--- src/rtl/abp_mc_responder.sv ---
// ---------------------------------------------------------------------------
// abp_mc_responder
//
// Multi-channel alternating-bit-protocol responder. It sits between the
// Ethernet RX and TX AXI-Stream paths of the ABP endpoint. For each
// received packet the alternating bit is checked against that channel's
// expected bit:
//   - new data  : reply = value + INCREMENT, stored as the channel's last
//                 reply, and the expected bit toggles
//   - duplicate : the stored last reply is sent again, unchanged
//   - malformed : wrong length or bad channel, dropped and counted
//
// Packet layout (input and output):
//   byte 0              : [7] ABP bit, [6:0] channel index
//   bytes 1..VALUE_SIZE : value, MSB first
//   remaining bytes     : padding (ignored on input, 0x00 on output)
//   byte PACKET_SIZE-1  : carries tlast
//
// Ports:
//   aclk, aresetn        clock, asynchronous active-low reset
//   s_axis_*             byte-wide input stream (tvalid/tdata/tlast/tready)
//   m_axis_*             byte-wide output stream (tvalid/tdata/tlast/tready)
//   stat_accepted        saturating count of new packets accepted
//   stat_duplicate       saturating count of duplicates replayed
//   stat_error           saturating count of malformed packets dropped
//   busy                 high whenever the FSM is not in RX_IDLE
// ---------------------------------------------------------------------------
module abp_mc_responder #(
    parameter int VALUE_SIZE   = 4,
    parameter int PACKET_SIZE  = 64,
    parameter int NUM_CHANNELS = 4,
    parameter int INCREMENT    = 1,
    parameter int STAT_WIDTH   = 16
) (
    input  logic                  aclk,
    input  logic                  aresetn,
    input  logic                  s_axis_tvalid,
    input  logic [7:0]            s_axis_tdata,
    input  logic                  s_axis_tlast,
    output logic                  s_axis_tready,
    output logic                  m_axis_tvalid,
    output logic [7:0]            m_axis_tdata,
    output logic                  m_axis_tlast,
    input  logic                  m_axis_tready,
    output logic [STAT_WIDTH-1:0] stat_accepted,
    output logic [STAT_WIDTH-1:0] stat_duplicate,
    output logic [STAT_WIDTH-1:0] stat_error,
    output logic                  busy
);

    // state   | meaning
    // --------+-----------------------------------------------------------
    // RX_IDLE | waiting for byte 0 of a packet
    // RX      | receiving bytes 1..PACKET_SIZE-1, shifting in the value
    // DRAIN   | over-long packet: discard bytes up to and including tlast
    // CHECK   | one cycle: validate channel, compare bit, form the reply
    // TX      | sending the reply packet, advancing only on handshake

    localparam int VW = 8 * VALUE_SIZE;
    localparam int CW = $clog2(PACKET_SIZE + 1);
    localparam int IW = (NUM_CHANNELS > 1) ? $clog2(NUM_CHANNELS) : 1;

    localparam logic [CW-1:0]         LAST_IDX = CW'(PACKET_SIZE - 1);
    localparam logic [CW-1:0]         VAL_LAST = CW'(VALUE_SIZE);
    localparam logic [STAT_WIDTH-1:0] STAT_MAX = '1;

    typedef enum logic [2:0] {
        RX_IDLE = 3'd0,
        RX      = 3'd1,
        DRAIN   = 3'd2,
        CHECK   = 3'd3,
        TX      = 3'd4
    } state_t;

    state_t r_state;
    state_t w_next;

    logic [CW-1:0]  r_cnt;
    logic [6:0]     r_chan;
    logic           r_bit;
    logic [VW-1:0]  r_value;
    logic [VW-1:0]  r_reply;

    logic [NUM_CHANNELS-1:0] r_exp_bit;
    logic [VW-1:0]           r_last_val [NUM_CHANNELS];

    logic                  w_ready;
    logic                  w_in_hs;
    logic                  w_out_hs;
    logic                  w_ch_ok;
    logic [IW-1:0]         w_idx;
    logic                  w_is_new;
    logic [VW-1:0]         w_sum;
    logic                  w_err_inc;
    logic                  w_acc_inc;
    logic                  w_dup_inc;

    // tready is forced low while reset is asserted, even though the state
    // register already sits in RX_IDLE.
    assign s_axis_tready = w_ready & aresetn;
    assign w_in_hs       = s_axis_tvalid & s_axis_tready;
    assign w_out_hs      = m_axis_tvalid & m_axis_tready;
    assign busy          = (r_state != RX_IDLE);

    assign w_ch_ok  = ({1'b0, r_chan} < 8'(NUM_CHANNELS));
    assign w_idx    = IW'(r_chan);
    assign w_is_new = (r_bit == r_exp_bit[w_idx]);
    assign w_sum    = r_value + VW'(INCREMENT);

    always_ff @(posedge aclk or negedge aresetn) begin
        if (!aresetn) begin
            r_state <= RX_IDLE;
        end else begin
            r_state <= w_next;
        end
    end

    always_comb begin
        w_next        = r_state;
        w_ready       = 1'b0;
        m_axis_tvalid = 1'b0;
        m_axis_tdata  = 8'h00;
        m_axis_tlast  = 1'b0;
        w_err_inc     = 1'b0;
        w_acc_inc     = 1'b0;
        w_dup_inc     = 1'b0;

        case (r_state)
            RX_IDLE: begin
                w_ready = 1'b1;
                if (w_in_hs) begin
                    if (s_axis_tlast) begin
                        w_err_inc = 1'b1;
                    end else begin
                        w_next = RX;
                    end
                end
            end

            RX: begin
                w_ready = 1'b1;
                if (w_in_hs) begin
                    if (r_cnt == LAST_IDX) begin
                        if (s_axis_tlast) begin
                            w_next = CHECK;
                        end else begin
                            w_err_inc = 1'b1;
                            w_next    = DRAIN;
                        end
                    end else if (s_axis_tlast) begin
                        w_err_inc = 1'b1;
                        w_next    = RX_IDLE;
                    end
                end
            end

            DRAIN: begin
                w_ready = 1'b1;
                if (w_in_hs && s_axis_tlast) begin
                    w_next = RX_IDLE;
                end
            end

            CHECK: begin
                if (!w_ch_ok) begin
                    w_err_inc = 1'b1;
                    w_next    = RX_IDLE;
                end else begin
                    w_acc_inc = w_is_new;
                    w_dup_inc = ~w_is_new;
                    w_next    = TX;
                end
            end

            TX: begin
                m_axis_tvalid = 1'b1;
                m_axis_tlast  = (r_cnt == LAST_IDX);
                if (r_cnt == '0) begin
                    m_axis_tdata = {r_bit, r_chan};
                end else if (r_cnt <= VAL_LAST) begin
                    // r_reply is shifted left on each value byte sent, so the
                    // current byte is always in the top lane.
                    m_axis_tdata = r_reply[VW-1 -: 8];
                end
                if (w_out_hs && m_axis_tlast) begin
                    w_next = RX_IDLE;
                end
            end

            default: begin
                w_next = RX_IDLE;
            end
        endcase
    end

    always_ff @(posedge aclk or negedge aresetn) begin
        if (!aresetn) begin
            r_cnt     <= '0;
            r_chan    <= '0;
            r_bit     <= 1'b0;
            r_value   <= '0;
            r_reply   <= '0;
            r_exp_bit <= '0;
            for (int i = 0; i < NUM_CHANNELS; i++) begin
                r_last_val[i] <= '0;
            end
        end else begin
            case (r_state)
                RX_IDLE: begin
                    if (w_in_hs && !s_axis_tlast) begin
                        r_chan <= s_axis_tdata[6:0];
                        r_bit  <= s_axis_tdata[7];
                        r_cnt  <= CW'(1);
                    end
                end

                RX: begin
                    if (w_in_hs) begin
                        r_cnt <= r_cnt + CW'(1);
                        if (r_cnt <= VAL_LAST) begin
                            r_value <= (r_value << 8) | VW'(s_axis_tdata);
                        end
                    end
                end

                CHECK: begin
                    r_cnt <= '0;
                    if (w_ch_ok) begin
                        if (w_is_new) begin
                            r_reply           <= w_sum;
                            r_last_val[w_idx] <= w_sum;
                            r_exp_bit[w_idx]  <= ~r_exp_bit[w_idx];
                        end else begin
                            r_reply <= r_last_val[w_idx];
                        end
                    end
                end

                TX: begin
                    if (w_out_hs) begin
                        r_cnt <= r_cnt + CW'(1);
                        if ((r_cnt != '0) && (r_cnt <= VAL_LAST)) begin
                            r_reply <= r_reply << 8;
                        end
                    end
                end

                default: begin
                end
            endcase
        end
    end

    // Saturating statistics: each counter sticks at all-ones.
    always_ff @(posedge aclk or negedge aresetn) begin
        if (!aresetn) begin
            stat_accepted  <= '0;
            stat_duplicate <= '0;
            stat_error     <= '0;
        end else begin
            if (w_acc_inc && (stat_accepted != STAT_MAX)) begin
                stat_accepted <= stat_accepted + 1'b1;
            end
            if (w_dup_inc && (stat_duplicate != STAT_MAX)) begin
                stat_duplicate <= stat_duplicate + 1'b1;
            end
            if (w_err_inc && (stat_error != STAT_MAX)) begin
                stat_error <= stat_error + 1'b1;
            end
        end
    end

endmodule

--- config.mk ---
export PLATFORM = sky130hd
export DESIGN_NAME = abp_mc_responder
export DESIGN_NICKNAME = d
export VERILOG_FILES = /design/src/rtl/abp_mc_responder.sv
export SDC_FILE = /design/constraint.sdc
export NUM_CORES = 1
export LEC_CHECK = 0
export CAP_MARGIN = 5
export CORE_ASPECT_RATIO = 2
export CORE_UTILIZATION = 65
export DETAILED_ROUTE_END_ITERATION = 12
export PLACE_DENSITY_LB_ADDON = 0.08
export SYNTH_ARGS = -nofsm -noshare
export SYNTH_HDL_FRONTEND = slang
export SYNTH_SLANG_ARGS = --single-unit
--- constraint.sdc ---
create_clock -name aclk -period 7.61 [get_ports aclk]
set_clock_uncertainty 0.05 [all_clocks]
set_input_delay 1.1415 -clock aclk [delete_from_list [all_inputs] [get_ports aclk]]
set_output_delay 1.1415 -clock aclk [all_outputs]
set_load 0.01 [all_outputs]
Fig. 1: sequential cells coloured by netlist name
Other sequential cells in the stronger grey, the rest of the logic in the fainter grey.
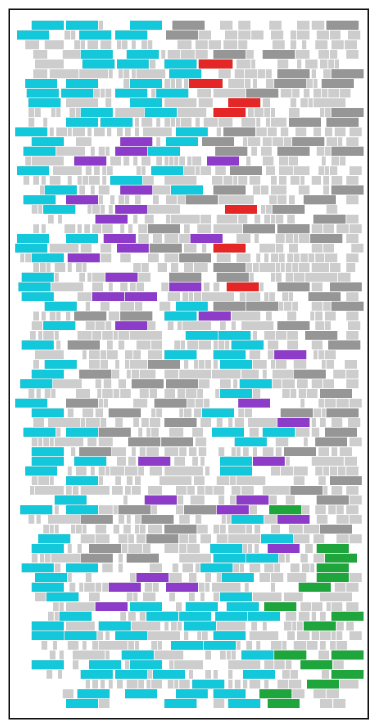
legend:
  `stat_accepted`:
    colour: green
    placed_flops: 16
    where: lower right
  `r_chan`:
    colour: red
    placed_flops: 7
    where: top centre
  `r_last_val`:
    colour: cyan
    placed_flops: 128
  `r_reply`:
    colour: purple
    placed_flops: 32
sequential share of cell area: 46.13%
post-layout util: 75.14%
Flop area: 6559 um2

Fig. 2: cell placement
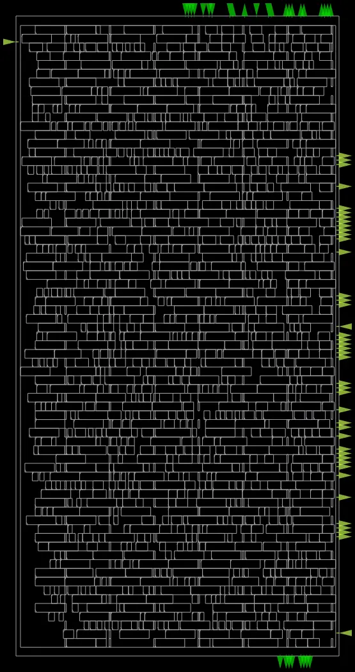
Core Rows: 71
n_taps: 255
number of fill cells in the layout: 1,365
Core Area: 18,920 um2
Seq cells: 262

Fig. 3: a small window of the routed layout
Scale bar: 20 um. Window x 0 to 50, y 25 to 75 um. Cells in grey, sequential cells in the stronger grey; small squares are vias.
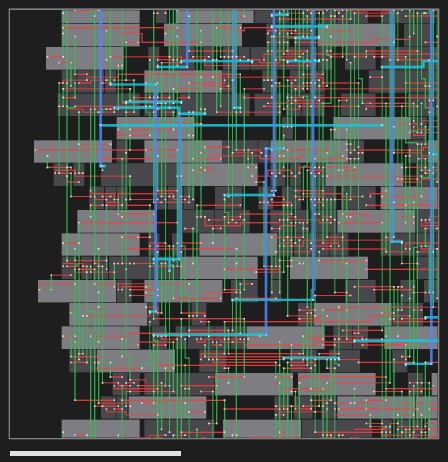
legend:
  M3:
    colour: cyan
  M1:
    colour: red
  M4:
    colour: blue
  M2:
    colour: green
netlist names of flops here include: `r_last_val` (20), `r_value` (9), `r_reply` (6)
sequential cells in the window: 35
cells with their middle in the window: 154
most frequent: dfrtp_1 (35), o21ai_0 (24), nand2_1 (22)

==> impl_metrics.tcl <==
# implementation run metrics
set metrics [dict create \
    tritoncts "yes" \
    crit_start "r_state[0]$_DFFE_PN0P_" \
    final_cell_area_um2 14220 \
    fp_util_pct 66.51 \
    insertion_delay_ps 520 \
    pg_seq_mw 1.76 \
    comb_area_um2 5682 \
    crit_chain "or3b_2 > nor4_1 > clkbuf_2 > a22o_1 > clkdlybuf4s50_1" \
    largest_reg_flops 128 \
    dr_wl_met2_um 16210 \
    final.setup.worst_slack_ps 2891 \
    die_area_um2 19960 \
    ys_top_cells_by_area "dfrtp_1, mux4_2, o21ai_0, nand2_1, mux2_2" \
    drive_above_1_share_pct 15.20 \
    fmax_mhz 211.9 \
    fin_cells 1472 \
    grt_max_degree 80 \
    comb_share_pct 39.96 \
    p_clk_share_pct 29.7 \
    synth_top_cell_by_count "dfrtp_1" \
    clock_buffers 35 \
    syn_inst 1157 \
    p_sw_mw 1.278 \
    cts_resized 0 \
    diodes 0 \
    required_ps 6420 \
    power-per-cell-area_nw_per_um2 269.6 \
    whs_ps 425.3 \
    largest_register "r_last_val" \
    ctsLongestPathBuffers 3 \
    cp_num_cells 5 \
    wirelength_um 29790 \
    drtPass1Iterations 5 \
    top_area_share_pct 52.10 \
    critPathMaxFanout 22 \
    power_leakage_nw 6.157 \
    nets 1225 \
    place_ws_ps 3298 \
    min_period_over_period_pct 62.01 \
    htree_levels 1 \
    track_usage_pct 31.51 \
    design_power_total_mw 3.833 \
    avgViaCountPerCell 6.281 \
    xor_share_pct 5.081 \
    hold_class "reg -> reg" \
    yosysUniqueCellTypes 63 \
    yosysChipArea_um2 12580 \
    logic_gates 808 \
    initialDrtViolationCount 439 \
    netlist_area_um2 12580 \
    status "complete, no violations" \
    swShare_pct 33.34 \
    grt_util_met3_pct 3.373 \
    post_cts_buffers 0 \
    cp-endpoint "m_axis_tdata[1]" \
    path_buffers 2 \
    num-nonclk-buffers 92 \
    simple_gate_share_pct 15.21 \
    top_regs "r_last_val: 128 flops, r_reply: 32 flops, r_value: 32 flops" \
    maxSlewHeadroom_pct 24.43 \
    top_area_cell "dfrtp_1" \
    clockRootBuffer "clkbuf_16" \
    hold_buffers 0 \
    hold_path.startpoint "r_last_val[11]$_DFFE_PN0P_" \
    antenna_found_initial 0 \
    fin_crit_ps 4719 \
    synth-seq-cells 262 \
    synthAoiAreaFrac_pct 12.18 \
    dp_cells 1433 \
    critPathSlowestCell "nor4_1" \
    cts_sinks 262 \
    synth-main-ff-cell "dfrtp_1" \
    use_met2_pct 57.31 \
    critical_path_class "reg -> out" \
    m1WireLength_um 10740 \
    finalSetupViolations 0 \
    lay_top_cells "dfrtp_1, nand2_1, o21ai_0" \
    place.gp.congestion 0.9014 \
    timing.rr.start "r_chan[0]$_DFFE_PN0P_" \
    cp-start-kind "register" \
    yosysWarningCount 0 \
    yosys_cells 1157 \
    timing.rr.end "r_last_val[24]$_DFFE_PN0P_" \
    ant_nets 0 \
    place_area_um2 13490 \
    min_to "r_last_val[11]$_DFFE_PN0P_" \
    hold_violations 0 \
    worst_r2r_path_depth 8 \
    comb_power_mw 0.932 \
    lay_top_count "dfrtp_1" \
    seq_area_frac_synth_pct 52.10 \
    cp.arrival_ps 3530 \
    overflow 0 \
    min_path_cells 2 \
    drt-wirelength-per-cell_um 20.24 \
]
Power and IR drop assume default switching activity.
